### src/rtl/serial_adder_pkg.sv
// Shared types and constants for the bit-serial adder.
package serial_adder_pkg;

    localparam int DEFAULT_WIDTH = 8;

    typedef enum logic [1:0] {
        IDLE  = 2'd0,
        SHIFT = 2'd1,
        DONE  = 2'd2
    } state_t;

endpackage

### src/rtl/serial_adder_fa_bit.sv
// One-bit full-adder slice assembled from two sum/carry cells and an OR.

// Sum/carry cell: s = a ^ b, c = a & b.
module serial_sc_cell (
    input  logic a,
    input  logic b,
    output logic s,
    output logic c
);

    // Combinational half-add of the two inputs.
    always_comb begin
        s = a ^ b;
        c = a & b;
    end

endmodule

// Full adder: first cell adds the operand bits, second adds the carry-in.
module serial_fa_bit (
    input  logic a,
    input  logic b,
    input  logic ci,
    output logic s,
    output logic co
);

    logic w_s1;
    logic w_c1;
    logic w_c2;

    serial_sc_cell u_cell_ab (
        .a (a),
        .b (b),
        .s (w_s1),
        .c (w_c1)
    );

    serial_sc_cell u_cell_ci (
        .a (w_s1),
        .b (ci),
        .s (s),
        .c (w_c2)
    );

    // Both carries can never be set together, so OR gives the majority.
    always_comb begin
        co = w_c1 | w_c2;
    end

endmodule

### src/rtl/serial_adder.sv
// Bit-serial adder: one bit pair per clock, LSB first, under start/done.
module serial_adder
    import serial_adder_pkg::*;
#(
    parameter int WIDTH = DEFAULT_WIDTH
) (
    input  logic             clk,
    input  logic             rst_n,
    input  logic             start,
    input  logic [WIDTH-1:0] a,
    input  logic [WIDTH-1:0] b,
    input  logic             cin,
    output logic             busy,
    output logic             done,
    output logic [WIDTH-1:0] sum,
    output logic             cout
);

    localparam int                CNT_W    = $clog2(WIDTH);
    localparam logic [CNT_W-1:0] CNT_LAST = CNT_W'(WIDTH - 1);

    state_t             r_state;
    state_t             w_next_state;
    logic               w_load;
    logic [WIDTH-1:0]   r_a_sr;
    logic [WIDTH-1:0]   r_b_sr;
    logic [WIDTH-1:0]   r_sum_sr;
    logic               r_carry;
    logic [CNT_W-1:0]   r_cnt;
    logic               w_s;
    logic               w_co;

    serial_fa_bit u_fa_bit (
        .a  (r_a_sr[0]),
        .b  (r_b_sr[0]),
        .ci (r_carry),
        .s  (w_s),
        .co (w_co)
    );

    // State register.
    always_ff @(posedge clk or negedge rst_n) begin
        if (!rst_n) begin
            r_state <= IDLE;
        end else begin
            r_state <= w_next_state;
        end
    end

    // Next state and operand-load decision; start only matters in IDLE/DONE.
    always_comb begin
        w_next_state = r_state;
        w_load       = 1'b0;
        case (r_state)
            IDLE: begin
                if (start) begin
                    w_load       = 1'b1;
                    w_next_state = SHIFT;
                end
            end
            SHIFT: begin
                if (r_cnt == CNT_LAST) begin
                    w_next_state = DONE;
                end
            end
            DONE: begin
                if (start) begin
                    w_load       = 1'b1;
                    w_next_state = SHIFT;
                end else begin
                    w_next_state = IDLE;
                end
            end
            default: begin
                w_next_state = IDLE;
            end
        endcase
    end

    // Shift registers, carry flop and bit counter; sum_sr untouched on load
    // so the previous result stays visible until shifting begins.
    always_ff @(posedge clk or negedge rst_n) begin
        if (!rst_n) begin
            r_a_sr   <= '0;
            r_b_sr   <= '0;
            r_sum_sr <= '0;
            r_carry  <= 1'b0;
            r_cnt    <= '0;
        end else if (w_load) begin
            r_a_sr  <= a;
            r_b_sr  <= b;
            r_carry <= cin;
            r_cnt   <= '0;
        end else if (r_state == SHIFT) begin
            r_a_sr   <= r_a_sr >> 1;
            r_b_sr   <= r_b_sr >> 1;
            r_sum_sr <= {w_s, r_sum_sr[WIDTH-1:1]};
            r_carry  <= w_co;
            r_cnt    <= (r_cnt == CNT_LAST) ? '0 : r_cnt + CNT_W'(1);
        end
    end

    // Outputs come straight from state and registers.
    always_comb begin
        busy = (r_state == SHIFT);
        done = (r_state == DONE);
        sum  = r_sum_sr;
        cout = r_carry;
    end

endmodule

### config.mk
export PLATFORM = sky130hd
export DESIGN_NAME = serial_adder
export DESIGN_NICKNAME = d
export VERILOG_FILES = /design/src/rtl/serial_adder_pkg.sv /design/src/rtl/serial_adder_fa_bit.sv /design/src/rtl/serial_adder.sv
export SDC_FILE = /design/constraint.sdc
export NUM_CORES = 1
export LEC_CHECK = 0
export ABC_AREA = 0
export CAP_MARGIN = 0
export CORE_MARGIN = 10
export CORE_UTILIZATION = 35
export DETAILED_ROUTE_END_ITERATION = 6
export PLACE_DENSITY = 0.69
export SETUP_SLACK_MARGIN = 0.4
export SLEW_MARGIN = 20
export SYNTH_ARGS = -nofsm -noshare
export SYNTH_HDL_FRONTEND = slang
export SYNTH_SLANG_ARGS = --single-unit
### constraint.sdc
create_clock -name clk -period 1.8 [get_ports clk]
set_input_delay 0.45 -clock clk [delete_from_list [all_inputs] [get_ports clk]]
set_output_delay 0.45 -clock clk [all_outputs]
set_load 0.02 [all_outputs]
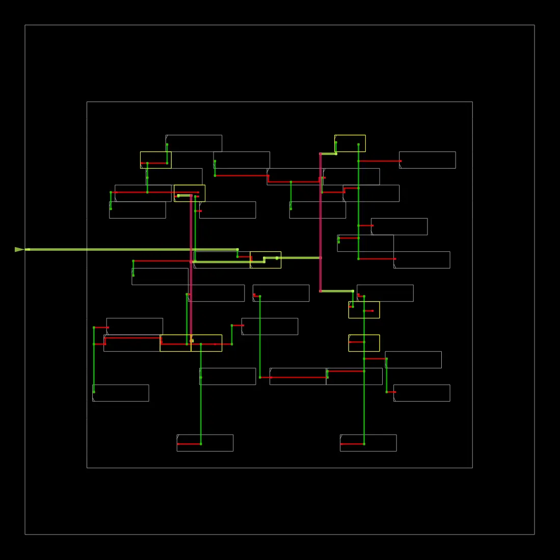
Run 1: clock nets
clock group power: 629 uW
Layout clock buffers: 8
worst setup skew after layout: 4.46 ps
flop count: 30

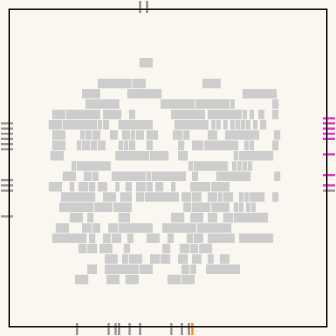
Run 1: ports around the boundary
Pins as bars across the die edge, other pins in grey.
Orange marks `cout`, pins 1, direction output, edge bottom. Magenta marks `sum`, pins 8, direction output, edge right.
Die Y: 83.3 um
x dimension of the die: 83.3 um
Port-buffer cells: 30

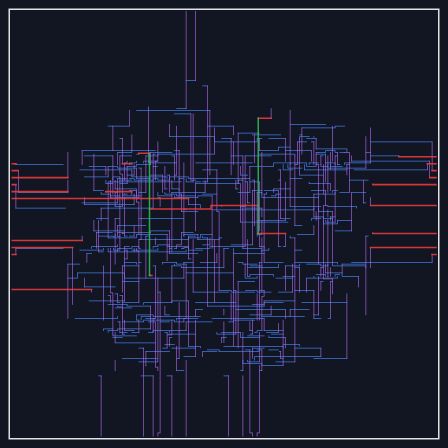
Run 1: signal wires by layer
Blue marks M1, wire length 1420 um. Red marks M3, wire length 200 um. Green marks M4, wire length 46.2 um. Purple marks M2, wire length 1550 um.
final wirelength: 3220 um
WL per Instance: 14.1 um
global routing usage summed across all routing layers: 9.54%
number of vias after detailed routing: 1138

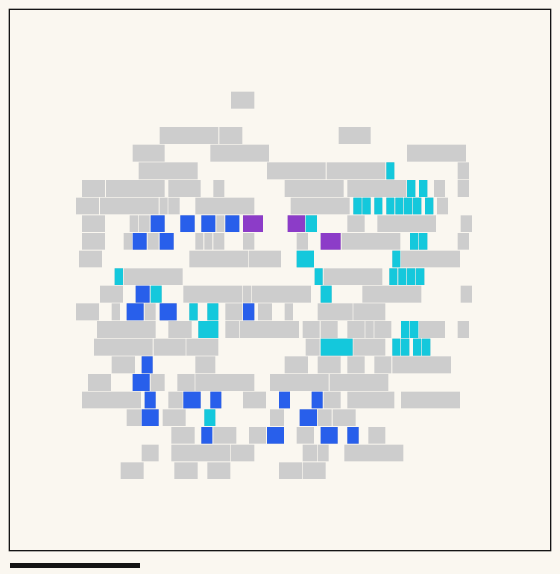
Run 1: gate-type map
Scale bar: 20 um.
Cyan marks nand cells, cells 35, most used nand2_1. Purple marks non-inverting ao/oa cells, cells 3, most used a22o_1. Blue marks aoi and oai cells, cells 23, most used o22ai_1.

==> metrics.cfg, run 1 <==
[outcome]
result_of_the_run = completed

[sta]
worst_pin_slew_ps = 383
setup-tns-final_ps = 0
grt_setup_unrepaired = yes
finalSetupViolations = 0

[synthesis]
area_fraction_in_mux_cells_pct = 6.07
post_synth_instance_area_um2 = 1400
yosys-top-cells-area = sky130_fd_sc_hd__dfrtp_1 54%, sky130_fd_sc_hd__nand2_1 7.2%, sky130_fd_sc_hd__mux2i_1 5.0%
post-synth-top-area-cell = sky130_fd_sc_hd__dfrtp_1
synth_seq_share_pct = 53.6

[floorplanning]
fp_util_pct = 37.2
top_level_ports = 31

[final_layout]
drive_above_1_share_pct = 21.1
logic_area_um2 = 611
area.growth.synth_to_final_pct = 34.6

[detailed_routing]
firstDrtPassIters = 4
drcViolationCount = 0

[grt]
grt.overflow.total = 0
vias_in_the_first_global_route = 1195

[power]
netSwitchingFraction_pct = 37.5

[clock_network]
maximum_level_of_the_cts_h_tree = 2
hold_buffers = 0

[worst_hold_path]
min-delay-path-class = flop to flop

## run 1: timing repair
action | 4_1_cts | 5_1_grt
buffers inserted | 3 | 1
pin swaps | 1 | 2
endpoints found under the setup margin | 13 | 17
resized | 43 | 9
## run 1: stage by stage
step / setup slack (ps) / std cells / power [uW] / util, %
CTS: 320 / 227 / 3310 / 50.4
detailed placement: 81.2 / 216 / 2650 / 46.7
floorplan: 403 / 139 / 2170 / -
finish: 339 / 228 / 3270 / 50.0
global placement: 137 / 216 / 2570 / 46.7
global route: 313 / 228 / 3560 / 50.0
## run 1: per-layer routing
metal | vias to the layer above | wire, um | GRT usage [%] | share of wire [%]
li1 | 559 | - | - | -
met1 | 545 | 1420 | 11.5 | 44
met2 | 28 | 1550 | 14.7 | 48
met3 | 6 | 200 | 3.91 | 6.2
met4 | 0 | 46 | 3.69 | 1.4
met5 | - | 0 | 0 | 0
## run 1: tightest hold or removal path, stage by stage, from the launching register on
cell	delay (ps)
sky130_fd_sc_hd__dfrtp_1	340
sky130_fd_sc_hd__nand2_1	50
sky130_fd_sc_hd__nand2_1	60
## run 1: cell type report
cell class | instances | share of cell area, %
multi-input cells | 98 | 32.4
repair buffers | 43 | 18.6
flip-flops and latches | 30 | 39.8
well taps | 48 | 3.19
clock buffers | 8 | 5.84
inverters | 1 | 0.199
## run 1: worst paths after layout
check,startpoint,to,cells after the start
max,r_state[0],done,2
min reg2reg,sum[0],sum[0],2
max in group asynchronous,rst_n,r_a_sr[4],2
min in group asynchronous,rst_n,r_b_sr[7],2
min,sum[0],sum[0],2
max reg2reg,r_cnt[0],r_cnt[2],4
## run 1: flip-flops by register name (all words and copies together) (netlist names)
| signal | flops |
|---|---|
| cout | 1 |
| r_a_sr | 8 |
| r_b_sr | 8 |
| r_cnt | 3 |
| r_state | 2 |
| sum | 8 |
Run 1, register map, names as in the netlist:
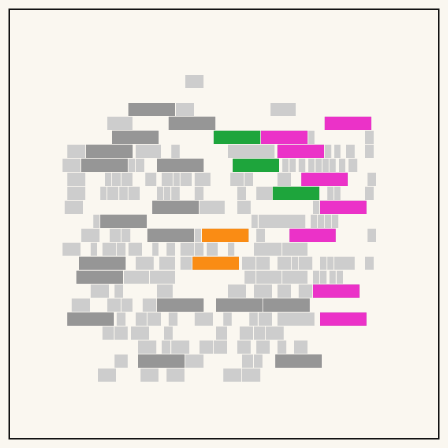

==> inputs of run 2 (changes only) <==
--- a/config.mk
+++ b/config.mk
@@ -10,7 +10,7 @@
 export CORE_MARGIN = 10
 export CORE_UTILIZATION = 35
 export DETAILED_ROUTE_END_ITERATION = 6
-export PLACE_DENSITY = 0.69
+export PLACE_DENSITY = 0.71
 export SETUP_SLACK_MARGIN = 0.4
 export SLEW_MARGIN = 20
 export SYNTH_ARGS = -nofsm -noshare
==> constraint.sdc (replaced) <==
create_clock -name clk -period 1.2 [get_ports clk]
set_input_delay 0.3 -clock clk [delete_from_list [all_inputs] [get_ports clk]]
set_output_delay 0.3 -clock clk [all_outputs]
set_load 0.02 [all_outputs]
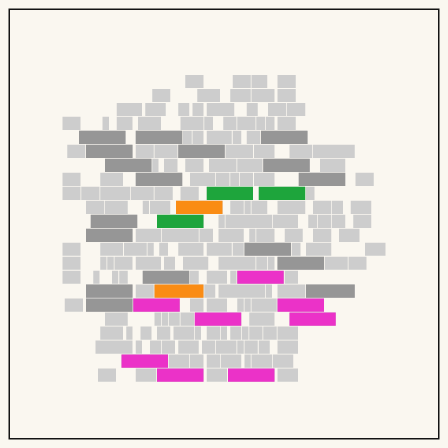
Run 2: register map, names as in the netlist
Green marks `r_cnt`, sequential cells 3. Orange marks `r_state`, sequential cells 2. Magenta marks `sum`, sequential cells 8, where bottom centre.
Another 17 sequential cells are not coloured.
proportion of cell area occupied by registers: 31.1%
Post-Route Utilization: 64.2%
FF/Latch Area: 753 um^2
Seq. pwr: 1910 uW

==> metrics.cfg, run 2 <==
[power]
power.density_nw_per_um2 = 2700

[final_layout]
logic_area_um2 = 825  ; +35%
most_numerous_logic_cells_after_layout = 28 x sky130_fd_sc_hd__dfrtp_1, 19 x sky130_fd_sc_hd__buf_6, 18 x sky130_fd_sc_hd__nand2_1, 18 x sky130_fd_sc_hd__clkdlybuf4s50_1, 18 x sky130_fd_sc_hd__buf_4
area.growth.synth_to_final_pct = 72.9
drive_above_1_share_pct = 49.8  ; +29 points

[worst_setup_path]
r2r-start = r_cnt[1]
r2r_cells = 4  ; unchanged
cp_num_buf_inv = 2
crit_slowest_cell = sky130_fd_sc_hd__dfrtp_1

[synthesis]
post_synth_instance_area_um2 = 1400  ; unchanged
synth_seq_share_pct = 53.6  ; unchanged
post-synth-top-area-cell = sky130_fd_sc_hd__dfrtp_1
area_fraction_in_mux_cells_pct = 6.07  ; unchanged
top_logic_kind = simple AND/OR/NAND/NOR gates

[floorplanning]
die_h_um = 83.3  ; unchanged
fp_util_pct = 37.2  ; unchanged
top_level_ports = 31  ; unchanged
die_width_um = 83.3  ; unchanged

[detailed_routing]
number_of_vias_after_detailed_routing = 1311  ; +15%
drcViolationCount = 0  ; unchanged
wl_per_cell_um = 16.8  ; +19%

[clock_network]
maximum_level_of_the_cts_h_tree = 2  ; unchanged
cts_tree = done

[sta]
final.setup_skew_ps = 4.16  ; -0.297 ps
finalSetupViolations = 17  ; +17
postLayoutSetupSlackWorst_ps = -171  ; -510 ps
worst_pin_slew_ps = 192  ; -191 ps
grt_setup_unrepaired = yes
min_period_over_period_pct = 114
setup-tns-final_ps = -789  ; -789 ps

[placed_design]
port_buffers = 30  ; unchanged
dp_worst_setup_slack_ps = -314  ; -395 ps

[outcome]
failing_checks = setup timing
result_of_the_run = finished with violations

[worst_hold_path]
min-delay-path-class = input port to asynchronous set/reset pin

[grt]
vias_in_the_first_global_route = 1415  ; +18%
grt.overflow.total = 0  ; unchanged

[run 2: cell counts after synthesis]
No cell type changed its count.
[run 2: worst max path at each step]
| stage | startpoint | end | slack (ps) | depth (start not counted) |
|---|---|---|---|---|
| final | r_state[1] | busy | -170 | 3 |
| after global routing | r_state[1] | busy | -210 | 3 |
| after floorplan | r_cnt[1] | r_cnt[2] | -130 | 4 |
| after CTS | r_cnt[1] | r_cnt[2] | -170 | 4 |
| after detailed placement | start | r_a_sr[6] | -310 | 5 |
| after global placement | start | cout | -300 | 5 |
[run 2: cell families after synthesis]
logic type,Yosys count
simple gates,61
buf+inv,11
mux,8
flops,30
fa+ha+maj,3
compound gates,26
[run 2: per-stage QoR]
stage	hold WS, ps	instance area, um^2	std cells	utilization (%)	power (uW)
floorplan	4.41	1520	139	-	3510
global placement	451	1950	228	51.8	4310
detailed placement	488	1950	228	51.8	4500
CTS	383	2280	246	60.5	6050
global route	389	2420	249	64.2	6950
finish	374	2420	249	64.2	6540
[run 2: layout make-up]
class | count | share of cell area [%]
multi-input cells | 99 | 34.0
flip-flops and latches | 30 | 31.1
clock buffers | 8 | 4.55
inverters | 1 | 0.258
well taps | 48 | 2.48
repair buffers | 63 | 27.6
[run 2: what timing repair did]
action                                  CTS  global route
endpoints found under the setup margin   41            41
hold buffers                              0             0
pin swaps                                12             6
setup buffers                             8             2
resized                                  98            27
gates cloned                              2             1
[run 2: where the power goes]
group          total [uW]  internal, uW  switching [uW]
sequential           1910          1500             416
combinational        3670          2020            1650
clock                 960           578             381
total                6540          4090            2450
[run 2: layer usage]
metal	track usage [%]	vias to the layer above	wire, um
li1	-	605	-
met1	13.3	664	1710
met2	20.0	36	2200
met3	4.39	6	198
met4	5.08	0	63
met5	0	-	0
Power figures rest on the tool's default switching activity, not on a simulated workload.
